**src/rtl/fft_stream_io_pkg.sv**
```systemverilog
// Shared definitions for the FFT streaming front/back end.
// Holds the point count, the bank/address split of a 2048-point index,
// the control state encoding, and a bank-to-write-enable decoder.
package fft_stream_io_pkg;

  localparam int N_POINTS = 2048;

  // Point index k = {bank, addr}
  localparam int BANK_HI = 10;
  localparam int BANK_LO = 9;
  localparam int ADDR_HI = 8;

  typedef enum logic [1:0] {
    ST_LOAD   = 2'd0,
    ST_START  = 2'd1,
    ST_WAIT   = 2'd2,
    ST_UNLOAD = 2'd3
  } state_t;

  function automatic logic [3:0] bank_onehot(input logic [1:0] bank);
    return 4'b0001 << bank;
  endfunction

endpackage

```
**src/rtl/fft_skid_buf.sv**
```systemverilog
// Two-entry valid/ready buffer for {data, index, last}.
// Absorbs the one-cycle RAM read latency: the producer issues a read only
// when an entry will be free, so a returning read is never refused.
// Ports:
//   clk, rst                 clock, synchronous active-high reset
//   s_valid/s_data/s_index/s_last   write side (no ready; caller holds credit)
//   m_valid/m_data/m_index/m_last   read side, held stable until m_ready
//   m_ready                  downstream accept
//   count                    occupied entries (0..2)
module fft_skid_buf #(
  parameter int DATA_W = 17,
  parameter int IDX_W  = 11
) (
  input  logic              clk,
  input  logic              rst,
  input  logic              s_valid,
  input  logic [DATA_W-1:0] s_data,
  input  logic [IDX_W-1:0]  s_index,
  input  logic              s_last,
  output logic              m_valid,
  output logic [DATA_W-1:0] m_data,
  output logic [IDX_W-1:0]  m_index,
  output logic              m_last,
  input  logic              m_ready,
  output logic [1:0]        count
);

  localparam int W = DATA_W + IDX_W + 1;

  logic [W-1:0] ent0, ent1, head;
  logic         wptr, rptr;
  logic [1:0]   cnt;
  logic         push, pop;

  assign m_valid = (cnt != 2'd0);
  assign pop     = m_valid && m_ready;
  assign push    = s_valid && ((cnt != 2'd2) || pop);
  assign head    = rptr ? ent1 : ent0;
  assign {m_data, m_index, m_last} = head;
  assign count   = cnt;

  always_ff @(posedge clk) begin
    if (rst) begin
      ent0 <= '0;
      ent1 <= '0;
      wptr <= 1'b0;
      rptr <= 1'b0;
      cnt  <= 2'd0;
    end else begin
      if (push) begin
        if (wptr) ent1 <= {s_data, s_index, s_last};
        else      ent0 <= {s_data, s_index, s_last};
        wptr <= ~wptr;
      end
      if (pop) rptr <= ~rptr;
      case ({push, pop})
        2'b10:   cnt <= cnt + 2'd1;
        2'b01:   cnt <= cnt - 2'd1;
        default: cnt <= cnt;
      endcase
    end
  end

endmodule

```
**src/rtl/fft_stream_io.sv**
```systemverilog
// Streaming front/back end for the 2048-point radix-4 FFT core.
// Loads 2048 real samples into the core's four input banks, pulses start,
// waits for a rising edge of the core ready flag, then streams the four
// banks' real results out in bank-major natural order.
//
// state     | meaning
// ----------+------------------------------------------------------
// ST_LOAD   | accepting samples, writing bank n[10:9] addr n[8:0]
// ST_START  | last write on the bus; start pulse follows next cycle
// ST_WAIT   | core running; waiting for iRDY low->high
// ST_UNLOAD | reading banks through the skid buffer to oM_*
//
// Ports:
//   iCLK, iRESET              clock, synchronous active-high reset
//   iS_DATA/iS_VALID/oS_READY input sample stream
//   oDATA/oADDR_WR/oWE_0..3   registered core write port (shared data/addr)
//   oSTART                    one-cycle core start pulse
//   iRDY                      core ready level
//   oADDR_RD, iDATA_RE_0..3   core read port, data one cycle after address
//   oM_DATA/oM_INDEX/oM_LAST/oM_VALID/iM_READY  result stream
//   oBUSY                     low only when idle in LOAD with no samples
module fft_stream_io
  import fft_stream_io_pkg::*;
#(
  parameter int ADDR_W = 9,
  parameter int DATA_W = 16
) (
  input  logic              iCLK,
  input  logic              iRESET,
  input  logic [DATA_W-1:0] iS_DATA,
  input  logic              iS_VALID,
  output logic              oS_READY,
  output logic [DATA_W-1:0] oDATA,
  output logic [ADDR_W-1:0] oADDR_WR,
  output logic              oWE_0,
  output logic              oWE_1,
  output logic              oWE_2,
  output logic              oWE_3,
  output logic              oSTART,
  input  logic              iRDY,
  output logic [ADDR_W-1:0] oADDR_RD,
  input  logic [DATA_W:0]   iDATA_RE_0,
  input  logic [DATA_W:0]   iDATA_RE_1,
  input  logic [DATA_W:0]   iDATA_RE_2,
  input  logic [DATA_W:0]   iDATA_RE_3,
  output logic [DATA_W:0]   oM_DATA,
  output logic [ADDR_W+1:0] oM_INDEX,
  output logic              oM_LAST,
  output logic              oM_VALID,
  input  logic              iM_READY,
  output logic              oBUSY
);

  localparam int IDX_W = ADDR_W + 2;
  localparam logic [IDX_W-1:0] LAST_IDX = IDX_W'(N_POINTS - 1);

  state_t state, state_nx;

  logic [IDX_W-1:0]  wr_cnt, rd_cnt, pend_idx;
  logic              rd_all, rdy_q, start_q, pend_q;
  logic [DATA_W-1:0] data_q;
  logic [ADDR_W-1:0] addr_wr_q;
  logic [3:0]        we_q;
  logic              s_accept, rd_issue, rdy_rise;
  logic [DATA_W:0]   rd_data;
  logic [1:0]        buf_cnt;
  logic              buf_valid, buf_last, buf_pop;

  assign oS_READY = (state == ST_LOAD) && !iRESET;
  assign s_accept = iS_VALID && oS_READY;
  assign rdy_rise = iRDY && !rdy_q;
  assign buf_pop  = buf_valid && iM_READY;

  // Issue a read only if the buffer can take it once it returns: entries
  // held plus the read already in flight, less the beat leaving now.
  assign rd_issue = (state == ST_UNLOAD) && !rd_all &&
                    (({1'b0, buf_cnt} + {2'b00, pend_q} - {2'b00, buf_pop}) < 3'd2);

  always_ff @(posedge iCLK) begin
    if (iRESET) state <= ST_LOAD;
    else        state <= state_nx;
  end

  always_comb begin
    state_nx = state;
    case (state)
      ST_LOAD:   if (s_accept && (wr_cnt == LAST_IDX)) state_nx = ST_START;
      ST_START:  state_nx = ST_WAIT;
      ST_WAIT:   if (rdy_rise) state_nx = ST_UNLOAD;
      ST_UNLOAD: if (buf_pop && buf_last) state_nx = ST_LOAD;
      default:   state_nx = ST_LOAD;
    endcase
  end

  always_ff @(posedge iCLK) begin
    if (iRESET) begin
      wr_cnt    <= '0;
      rd_cnt    <= '0;
      pend_idx  <= '0;
      rd_all    <= 1'b0;
      rdy_q     <= 1'b0;
      start_q   <= 1'b0;
      pend_q    <= 1'b0;
      data_q    <= '0;
      addr_wr_q <= '0;
      we_q      <= 4'b0000;
    end else begin
      rdy_q   <= iRDY;
      start_q <= (state == ST_START);
      we_q    <= 4'b0000;
      if (s_accept) begin
        data_q    <= iS_DATA;
        addr_wr_q <= wr_cnt[ADDR_HI:0];
        we_q      <= bank_onehot(wr_cnt[BANK_HI:BANK_LO]);
        wr_cnt    <= wr_cnt + 1'b1;
      end
      pend_q <= rd_issue;
      if (rd_issue) begin
        pend_idx <= rd_cnt;
        rd_cnt   <= rd_cnt + 1'b1;
        if (rd_cnt == LAST_IDX) rd_all <= 1'b1;
      end
      if ((state == ST_UNLOAD) && (state_nx == ST_LOAD)) begin
        wr_cnt <= '0;
        rd_cnt <= '0;
        rd_all <= 1'b0;
      end
    end
  end

  always_comb begin
    rd_data = iDATA_RE_0;
    case (pend_idx[BANK_HI:BANK_LO])
      2'd1:    rd_data = iDATA_RE_1;
      2'd2:    rd_data = iDATA_RE_2;
      2'd3:    rd_data = iDATA_RE_3;
      default: rd_data = iDATA_RE_0;
    endcase
  end

  fft_skid_buf #(
    .DATA_W (DATA_W + 1),
    .IDX_W  (IDX_W)
  ) u_skid (
    .clk     (iCLK),
    .rst     (iRESET),
    .s_valid (pend_q),
    .s_data  (rd_data),
    .s_index (pend_idx),
    .s_last  (pend_idx == LAST_IDX),
    .m_valid (buf_valid),
    .m_data  (oM_DATA),
    .m_index (oM_INDEX),
    .m_last  (buf_last),
    .m_ready (iM_READY),
    .count   (buf_cnt)
  );

  assign oDATA    = data_q;
  assign oADDR_WR = addr_wr_q;
  assign {oWE_3, oWE_2, oWE_1, oWE_0} = we_q;
  assign oSTART   = start_q;
  assign oADDR_RD = rd_cnt[ADDR_HI:0];
  assign oM_VALID = buf_valid;
  // Buffer entries keep stale contents after a pop; gate so LAST only
  // marks a live beat.
  assign oM_LAST  = buf_valid && buf_last;
  assign oBUSY    = !((state == ST_LOAD) && (wr_cnt == '0));

endmodule

```
**config.mk**
```make
export PLATFORM = sky130hd
export DESIGN_NAME = fft_stream_io
export DESIGN_NICKNAME = d
export VERILOG_FILES = /design/src/rtl/fft_stream_io_pkg.sv /design/src/rtl/fft_skid_buf.sv /design/src/rtl/fft_stream_io.sv
export SDC_FILE = /design/constraint.sdc
export NUM_CORES = 1
export LEC_CHECK = 0
export CAP_MARGIN = 20
export CELL_PAD_IN_SITES_DETAIL_PLACEMENT = 1
export CELL_PAD_IN_SITES_GLOBAL_PLACEMENT = 1
export CORE_AREA = 2 2 133 122
export CTS_CLUSTER_SIZE = 12
export DETAILED_ROUTE_END_ITERATION = 6
export DIE_AREA = 0 0 135 124
export PLACE_DENSITY = 0.83
export SLEW_MARGIN = 20
export SYNTH_ARGS = -nofsm -noshare
export SYNTH_HDL_FRONTEND = slang
export SYNTH_SLANG_ARGS = --single-unit
```
**constraint.sdc**
```tcl
create_clock -name iCLK -period 4.65 [get_ports iCLK]
set_clock_uncertainty 0.15 [all_clocks]
set_input_delay 0.93 -clock iCLK [delete_from_list [all_inputs] [get_ports iCLK]]
set_output_delay 0.93 -clock iCLK [all_outputs]
set_load 0.02 [all_outputs]
```
==> impl_metrics.yaml, run 1 <==
# implementation run metrics
final_timing:
  hold_viol_final: 0
  worst_slew_pin_slew_ps: 1120
  rsz0062_at_grt: "false"
  fmax_mhz: 271
  period_used_share: 0.792
  finalMaxSlewViolations: 0
  timing.hold.ws_ps: 304
  fin_ws_ps: 967
detailed_routing:
  wirelength_um: 17900
  met3WireLength_um: 536
  drt.antenna.violating_nets: 0
  routedLengthMet1_um: 7280
  first_iter_violations: 235
  via_per_inst: 5.16
  routed-wl-met2_um: 9760
logic_synthesis:
  syn_inst: 669
  ys_warn_count: 0
  ff_type: "dfxtp_1"
  synth_area_per_cell_um2: 8.62
  simple_gate_area_frac: 0.246
  yosysCellCount: 669
  synth_top_area_share: 0.451
  edf_count: 0
finish:
  finish.utilization: 0.527
  fill_cells: 1763
  fin_cells: 1012
  area_growth_pct: 39.6
  n_antenna_cell: 0
  final_area_mm2: 0.00805
cts:
  clkSlewWorstSetupHoldPaths_ps: 60
  clkSinkCount: 130
  clk_path_buf_depth: 2
  cts_resized: 0
global_route:
  met2_usage: 0.409
  grtUsageMet3: 0.0509
  grt_usage: 0.214
critical_path:
  slowest_delay_ps: 630
  cp_cell_sequence: "clkdlybuf4s50_1 > nand2_1 > nor2_1 > o21ai_0 > fa_1 > nand4b_2 > or4_4 > or3_1 > a21oi_1"
  path_class: "input pin to flop"
  start_kind: "input pin"
  worstPathMaxFanout: 9
pwr:
  swShare: 0.205
  ir_drop_mv: 0.255
  seq_power_share: 0.413
  p_comb_frac: 0.066
  p_int_mw: 2.19
  p_clk_frac: 0.522
placement:
  hpwlAfterDp_um: 12400
  dpl_cell_area_mm2: 0.00741
  pre_cts_ws_ps: 558
  place_inst: 981
  portBuffers: 159
floorplan:
  die_y_um: 124
  io_pins: 160
  die-width_um: 135
run_status:
  status: "finished, final reports clean"
run 1: power by group through the flow:
stage / Sequential (mW) / Combinational (mW) / Clock (mW)
floorplan: 1.17 / 0.0548 / 0
global placement: 1.16 / 0.174 / 0
detailed placement: 1.16 / 0.182 / 0
CTS: 1.13 / 0.182 / 1.46
global route: 1.14 / 0.192 / 1.50
finish: 1.14 / 0.181 / 1.43
run 1: Yosys cell counts, types with 9 or more instances:
cell and n:
a21oi_1 80, buf_2 10, buf_4 10, clkbuf_1 31
dfxtp_1 130, inv_1 9, mux2_2 28, mux4_2 17
nand2_1 202, nand3b_1 23, nand4_1 10, nor2_1 28
nor3_1 10, xnor2_1 12
run 1: sequential cells by signal, summed over array words and instances, names as in the netlist, 2 cells and up:
register,cells
u_skid.ent1,29
wr_cnt,11
rd_cnt,11
we_q,4
oDATA,16
u_skid.count,2
oADDR_WR,9
state,2
pend_idx,11
u_skid.ent0,29
run 1: worst min-delay path: stages, from the launching register on:
cell	delay [ps]
dfxtp_1	310
nand2_1	50
a21oi_1	50
run 1: area by class of cell:
| cell class | instances | share of cell area |
|---|---|---|
| clock inverter | 8 | 0.0186 |
| clock buffer | 23 | 0.0606 |
| tap | 202 | 0.0314 |
| sequential | 130 | 0.323 |
| multi-input combinational | 471 | 0.355 |
| inverter | 9 | 0.00420 |
| timing repair buffer | 169 | 0.207 |
run 1: worst paths after layout:
path | from | endpoint | slack (ps) | cells after the start
max | iM_READY | rd_cnt[10] | 970 | 9
max reg2reg | u_skid.count[1] | rd_cnt[10] | 1580 | 8
min | u_skid.ent0[0] | u_skid.ent0[0] | 300 | 2
min reg2reg | u_skid.ent0[0] | u_skid.ent0[0] | 300 | 2
Run 1, metal 1:
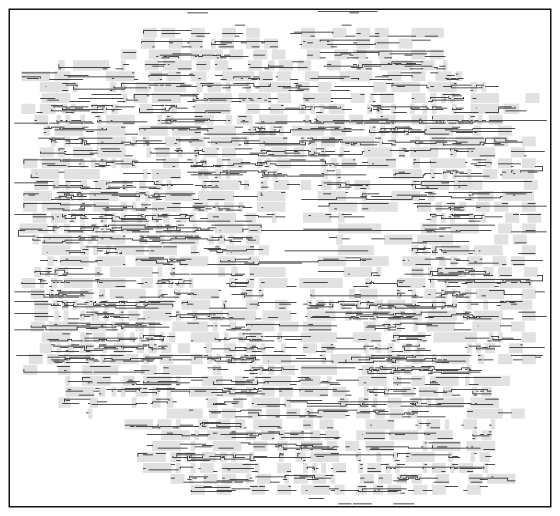
The layer carries 7280 um of wire. The longest straight run is 43.2 um.

Run 1, signal wires on met2:
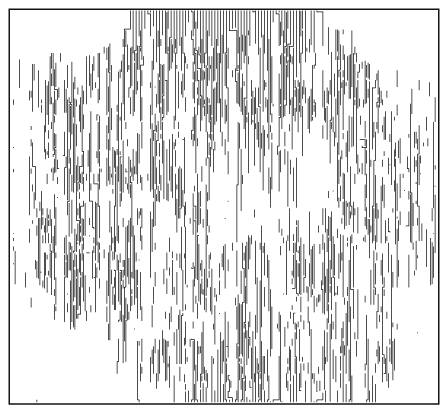
The layer holds 55% of the routed length. 817 nets have wire on it.

Run 1, metal 4:
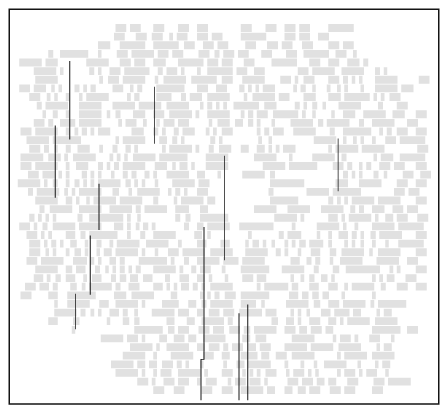
The layer carries 270 um of wire. The longest straight run is 41.6 um. The wires run mostly vertical. The layer holds 1.5% of the routed length.

Run 1, routing congestion map:
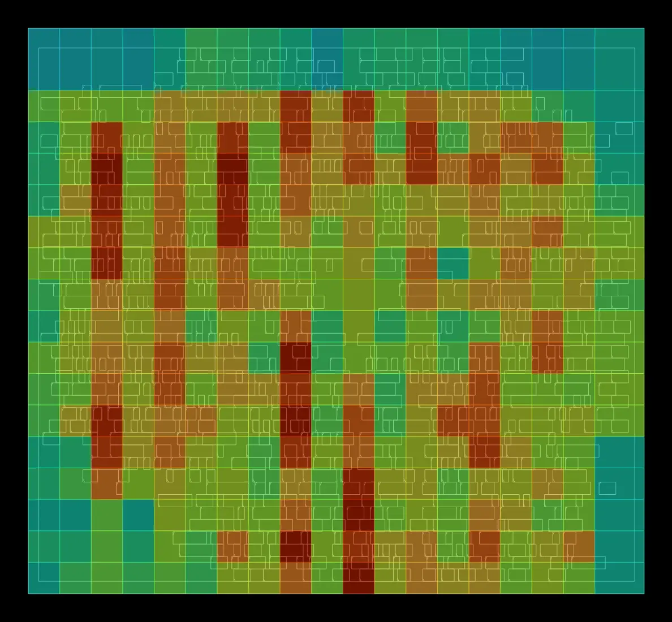

==> run 2: changes to the inputs <==
Settings changed: CORE_AREA 2 2 133 122 to 2 2 145 133, DIE_AREA 0 0 135 124 to 0 0 147 135, PLACE_DENSITY 0.83 to 0.74.
Clock period 4.65 ns to 3.2 ns, I/O delays scaled along.
Run 2, routing congestion map:
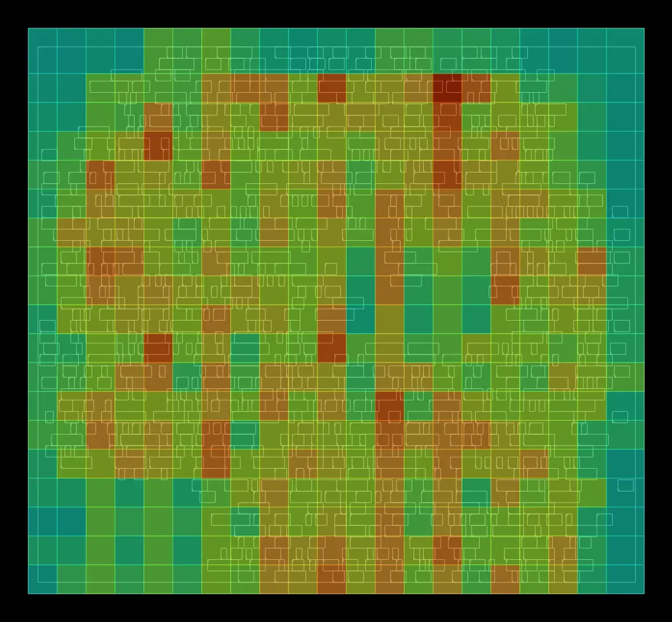
met2 Usage GRT: 0.297
overall fraction of global-route tracks in use: 0.175
DR WL/cell: 15.9 um
Core Util, Final: 0.449
met1 usage: 0.218

Run 2, metal 1:
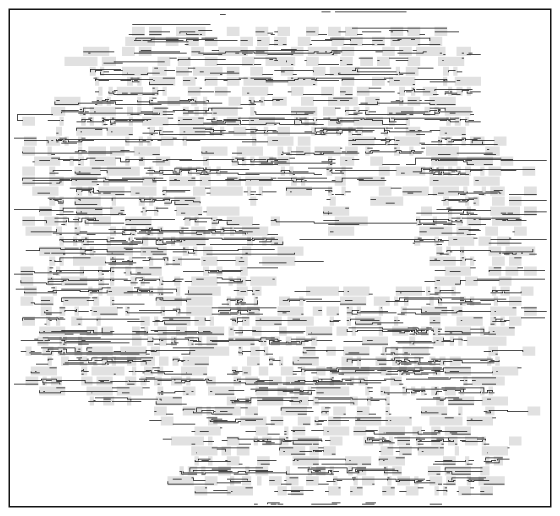
The wires run mostly horizontal. The longest straight run is 52.0 um.

Run 2, metal 4:
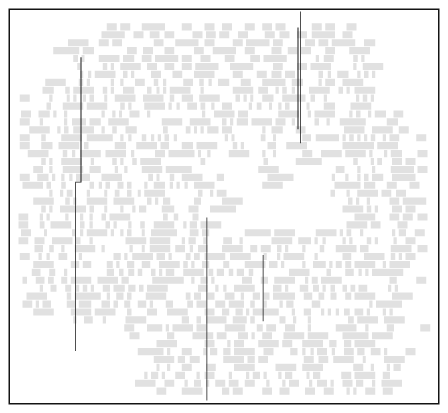
The layer carries 267 um of wire. The layer holds 1.6% of the routed length.

==> run 2 against run 1 <==
  * Via count fell by 1.8%
  * Final area is 1.7% higher
  * Count of clock-buffer cells in the layout is 4 lower
  * First-iteration DRC count fell by 24%
  * Sequential share of layout area shrank 0.55 points
  * Cell count grew 5.3%
  * Register-to-register slack got worse by 1100 ps
  * Combinational power grew 46%
  * Largest cell class unchanged
  * Highest routed layer unchanged
==> impl_metrics.yaml, run 2 <==
# implementation run metrics
final_timing:
  rsz0062_at_grt: "false"
  fin_ws_ps: 195
  fmax_mhz: 333
  timing.hold.ws_ps: 301
  period_used_share: 0.939
  worst_slew_pin_slew_ps: 782
  finalMaxSlewViolations: 0
  hold_viol_final: 0
finish:
  fill_cells: 2115
  n_antenna_cell: 0
  fin_cells: 1066
  area_growth_pct: 42.0
logic_synthesis:
  ys_warn_count: 0
  yosysCellCount: 669
  synth-xor-area-share: 0.0304
  synth_area_mm2: 0.00577
  common_cells: "nand2_1 (202), dfxtp_1 (130), a21oi_1 (80)"
  simple_gate_area_frac: 0.246
  synth_top_area_share: 0.451
  ff_type: "dfxtp_1"
cts:
  clkSinkCount: 130
  clkSlewWorstSetupHoldPaths_ps: 60
  clk_path_buf_depth: 2
  cts_resized: 0
critical_path:
  start_kind: "input pin"
  path_class: "input pin to flop"
  worstPathMaxFanout: 4
floorplan:
  die-width_um: 147
  die_y_um: 135
  io_pins: 160
detailed_routing:
  wirelength_um: 17000
  drt.antenna.violating_nets: 0
run_status:
  status: "finished, final reports clean"
global_route:
  grt.overflow.total: 0
placement:
  pre_cts_ws_ps: -208
  portBuffers: 159
  hpwlAfterDp_um: 11500
==> run 2: cell counts after synthesis <==
No cell type changed its count.
==> run 2: cell families (layout without fill, tap and decap cells) <==
group,after synthesis,after routing
AND-OR/OR-AND,90,90
XOR/XNOR,20,20
adder cells (fa/ha/maj),4,4
buffers and inverters,68,220
flip-flops,130,130
multiplexers,48,48
AND/OR/NAND/NOR,309,309
==> run 2: report_power, final <==
part | switching, mW | internal, mW
sequential | 0.0106 | 1.64
clock | 0.773 | 1.28
combinational | 0.107 | 0.158
==> run 2: metal layers <==
metal	share of wire	GRT usage
met4	0.016	0.0721
met1	0.45	0.218
met3	0.030	0.0361
met2	0.51	0.297
met5	0	0
==> run 2: critical path, cell delays in order <==
cell	delay, ps
clkdlybuf4s50_1	510
nand2_1	70
nor2_1	120
o21ai_0	130
fa_1	520
nand4b_2	160
or4_4	550
or3_1	350
a21oi_1	140
==> run 2: path summary, 6_finish.rpt <==
check / startpoint / endpoint / slack, ps / depth (start not counted)
setup / recovery: iM_READY / rd_cnt[10] / 200 / 9
hold / removal: u_skid.ent0[17] / u_skid.ent0[17] / 300 / 2
setup reg to reg: u_skid.count[0] / rd_cnt[10] / 500 / 7
hold reg to reg: u_skid.ent0[17] / u_skid.ent0[17] / 300 / 2
==> run 2: area by class of cell <==
type	count	area, um^2	share of cell area
Clock inverter	13	171	0.0209
Tap cell	245	307	0.0374
Timing Repair Buffer	179	1760	0.215
Sequential cell	130	2600	0.318
Inverter	9	33.8	0.00412
Clock buffer	19	453	0.0553
Multi-Input combinational cell	471	2860	0.349
==> run 2: metrics by stage <==
stage | util | instance area (um^2)
floorplan | - | 5770
global route | 0.449 | 8190
finish | 0.449 | 8190
CTS | 0.449 | 8190
detailed placement | 0.415 | 7570
global placement | 0.415 | 7570
Power and IR drop assume default switching activity.
